==> config.mk <==
export PLATFORM = sky130hd
export DESIGN_NAME = param_rr_mux
export DESIGN_NICKNAME = d
export VERILOG_FILES = /design/src/rtl/param_rr_mux.sv
export SDC_FILE = /design/constraint.sdc
export NUM_CORES = 1
export LEC_CHECK = 0
export CORE_MARGIN = 3
export CORE_UTILIZATION = 25
export DETAILED_ROUTE_END_ITERATION = 8
export PLACE_DENSITY = 0.48
export SKIP_CTS_REPAIR_TIMING = 1
export SLEW_MARGIN = 40
export SYNTH_ARGS = -nofsm -noshare
export SYNTH_HDL_FRONTEND = slang
export SYNTH_SLANG_ARGS = --single-unit
==> constraint.sdc <==
create_clock -name clk -period 9.3 [get_ports clk]
set_input_delay 2.79 -clock clk [delete_from_list [all_inputs] [get_ports clk]]
set_output_delay 2.79 -clock clk [all_outputs]
set_load 0.05 [all_outputs]
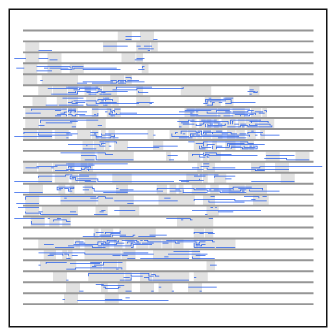
(images/met1.png)
Supply wires on this layer in gray.
longest straight run: 29.4 um
share of all routed wire: 49%
main direction: horizontal
wire length on this layer: 1760 um
nets with wire on the layer: 183
global-route met1 utilization: 0.177
routed vias: 1229

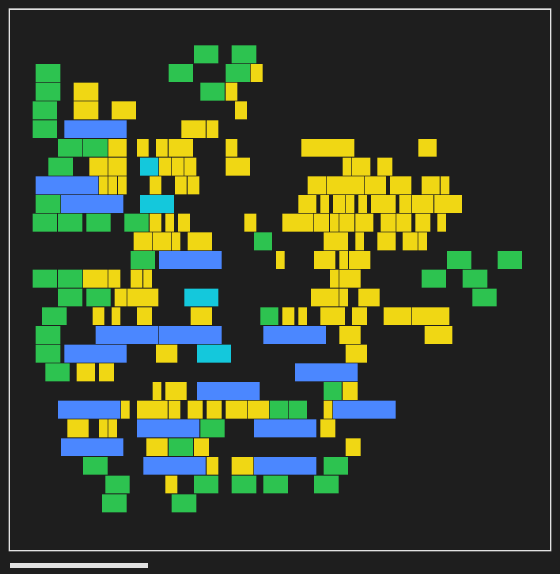
(images/cell_classes.png)
The bar under the picture is 20 um long.
| class | color | cells | share of their area |
|---|---|---|---|
| all other logic | yellow | 119 | 47% |
| clock drivers and dummy loads | cyan | 4 | 2.8% |
| flops | blue | 17 | 24% |
| other buffers and delay cells | green | 47 | 26% |
Layout Utilization: 0.374
flop share of the area: 0.232
post-route standard cell area excluding fillers: 1830 um2
number of rows created at floorplan: 25

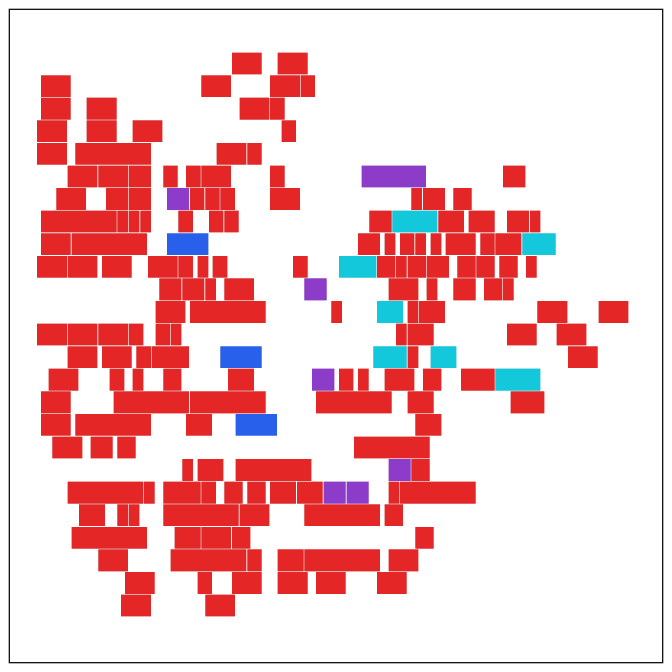
(images/drive_strength.png)
| size | color | cells | share | most used |
|---|---|---|---|---|
| drive 2 | cyan | 7 | 3.7% | mux2_2 |
| drive 6 and up | blue | 3 | 1.6% | clkbuf_8 |
| drive 3 to 4 | purple | 7 | 3.7% | buf_4 |
| drive 1 or less | red | 170 | 91% | clkdlybuf4s50_1 |
count of plain and timing-repair buffers: 47
synthesis-to-layout area growth: 39.5%

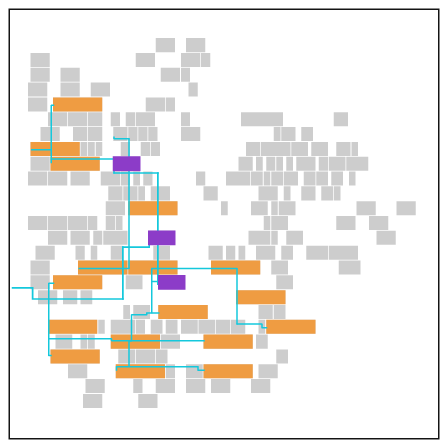
(images/clock_map.png)
[flip-flops] orange | count: 17
[clock wires] cyan | length: 258 um
[cells driving clock nets] purple | count: 3
routed clock nets: 4
clock distribution power: 58.5 uW
part of the total power dissipated in the clock network: 0.120
Post-Route Skew: 9.85 ps

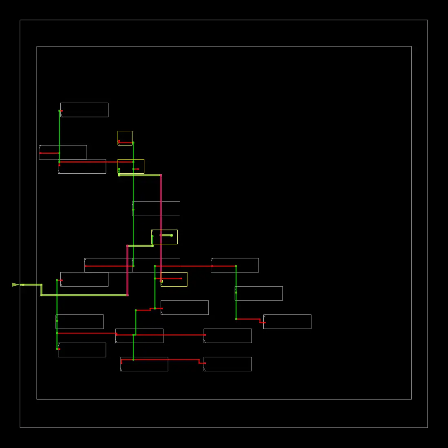
(images/final_clocks.png)
clock latency at the later pin of the worst-skew pair: 260 ps
Flop Count: 17
Clock buffer cells: 3

==> Table 3: Implementation characteristics <==
Summary of implementation characteristics

Parameter                              Value

Timing
  Headroom to the max-slew limit    0.654
  Min Hold Slack    between 400 and 500 ps
  Tmin final    between 8000 and 9000 ps
  Aggregate negative setup slack    0 ps
  Setup WS post-layout    790 ps
  Final-report hold violation count    0
  Max-slew violations    0
  Transition time of the tightest slew-check pin    ~520 ps
  Total setup violations reported at the end of the flow    0
  Maximum clock frequency    118 MHz
  Final critical-path share of the clock period    0.915
  RSZ-0062 raised after global routing    no

Global routing
  Maximum number of pins on one net before global-route repair    18
  GRT Residual Overflow    0
  GRT Util Overall    0.123
  Via count of the first global-routing pass    around 1300
  Global-route wire length before repair    between 6000 and 7000 um
  Number of antenna violations at the first check in global routing    0

Route
  Detailed-route wire length    between 3000 and 4000 um
  Average wire length per cell after detail routing    14.3 um
  Iter 0 DRT Violations    about 88
  Antenna-violating nets left    0
  Via-per-instance ratio    4.84
  Count of TritonRoute iterations in the first routing pass    4
  Remaining DRCs    0

Synth
  Share of flip-flops with an asynchronous set or reset    1.00
  Fraction of the mapped netlist area in simple logic gates    0.266
  Dominant Register Cell    dfrtp_1
  Number of nets produced by synthesis    about 170
  Synth warnings    0
  Post-synthesis cell count from yosys    between 100 and 150
  FF+latch count, synth    17
  Main area contributors    dfrtp_1, mux2i_1, xnor2_1
  Proportion of netlist area held by the largest area contributor    0.324
  Post-synth tally of flip-flops with integrated enable    0
  Syn Std Cell Area    1320 um2
  Unique masters post-synth    45
  Cell taking the most area after synthesis    dfrtp_1
  Yosys synthesis chip area    between 1000 and 1500 um2
  XOR-XNOR Cells, Area Fraction    0.0533
  AO/OA Area Share    0.186
  Adder-cell share of the synthesized area    0.0190
  Synth Instances    147
  Combinational family with the most area after synthesis    simple AND/OR/NAND/NOR gates
  Syn_area_per_cell    between 8 and 9 um2
  Mux share of post-synthesis cell area    0.0856
  Post-synthesis sequential area ratio    0.324

Setup path
  Slack of the worst reg-to-reg path    slightly below 7000 ps
  Depth of the worst register-to-register path    7
  Critical Path Max Stage Delay    around 800 ps
  Crit path cell chain    clkdlybuf4s50_1, nor2b_1, a22oi_1, nor4_4, nor2_1, nor2_1, ha_1, and2_1, clkdlybuf4s50_1
  Type of the worst setup path    input port to primary output
  Crit-path max FO    11
  Arr. time, crit path    ~5700 ps
  Critical path endpoint category    primary output
  Required time at the worst-slack endpoint    between 6000 and 7000 ps
  Worst Setup Start Kind    input port
  Slowest CP cell    clkdlybuf4s50_1

Placed design
  Half-perimeter wire length after detailed placement    2760 um
  Buffers added on ports    42
  Placed cells    about 250
  Instance area at placement    approximately 1800 um2
  Post-place setup slack    between 800 and 900 ps
  Gp weighted congestion    slightly below 0.8

Cells and area
  Commonest Layout Cell    clkdlybuf4s50_1
  Share of layout cells above drive strength 1    0.0909
  Layout Nets    approximately 210
  Number of diodes added for antenna fixing    0
  Flip-flop count of the largest register after layout    8
  Post-route insts no fill    254
  Most frequently placed logic cells in the final layout    clkdlybuf4s50_1, dfrtp_1, nor2_1

Job
  Max-cap violation count    0
  Log Warnings    26

Floorplan
  Top Ports    43
  Die width    between 70 and 80 um
  Core region area    about 5000 um2
  Height of the die    just under 80 um
  Initial standard-cell utilization of the core    0.268
  Area of the chip    6170 um2

Pwr
  Leakage dissipation    slightly above 0.7 nW
  IR Drop Worst-Case VDD    around 0.00018 V
  Cell Pwr Density    between 200 and 300 nW/um2

Clocking
  Number of buffers added by the clock tree synthesis step    3
  Clock tree root driver cell    clkbuf_8
  Clock tree sinks    17
  TritonCTS clock tree    done
  Deepest clock path buffer count    2
  H-tree depth reported by CTS    1
  Clk pin slew, worst setup/hold paths    about 80 ps

Hold path
  HP Class    flop to flop
  Worst hold stages    1

Outcome
  Run status    finished, final reports clean
-- synth_stat cells (2+ instances only) --
cell	instances
a211oi_1	5
a21oi_1	3
and2_1	2
and3b_1	2
buf_2	4
buf_4	4
buf_6	2
dfrtp_1	17
ha_1	2
inv_1	3
mux2_2	2
mux2i_1	9
nand2_1	11
nand2b_1	5
nand3_1	3
nand4_1	3
nand4bb_1	2
nor2_1	12
nor2b_1	4
nor3_1	11
o21a_1	2
o21ai_0	9
xnor2_1	8
-- stage by stage --
stage                     power (mW)  utilization
after floorplan                0.342            -
after global placement         0.432        0.364
after detailed placement       0.431        0.364
after CTS                      0.491        0.374
after global routing           0.521        0.374
final                          0.489        0.374
-- where the power goes --
group	total (mW)	switching, mW	leakage, nW	internal, mW
combinational	0.291	0.178	0.498	0.113
sequential	0.140	0.0383	0.205	0.101
clock	0.0585	0.0283	0.0217	0.0302
-- critical path: cells and delay by family --
| family | cells | cell delay (ps) |
|---|---|---|
| AND-OR/OR-AND | 1 | 170 |
| adder cells (fa/ha/maj) | 1 | 180 |
| buffers and inverters | 2 | 1370 |
| AND/OR/NAND/NOR | 5 | 1200 |
-- final cells by class --
| cell class | instances | area (um2) |
|---|---|---|
| timing repair buffer | 47 | 458 |
| multi-input combinational | 116 | 807 |
| sequential | 17 | 425 |
| inverter | 3 | 11.3 |
| fill | 506 | 3080 |
| clock inverter | 1 | 7.51 |
| clock buffer | 3 | 41.3 |
| tap | 67 | 83.8 |
-- cell families after synthesis --
family,Yosys count
adders and majority gates,2
and+or+nand+nor,62
DFF,17
xor gates and xnor gates,8
AOI/OAI and AO/OA,33
muxes,11
buffers and inverters,14
-- per-layer routing --
layer,track usage,wire [um],part of all wire,vias to the layer above
li1,-,-,-,615
met1,0.177,1760,0.49,553
met2,0.184,1580,0.44,56
met3,0.0321,252,0.070,5
met4,0.0262,29,0.0080,0
met5,0,0,0,-
Power is estimated from default activity; no workload was simulated.
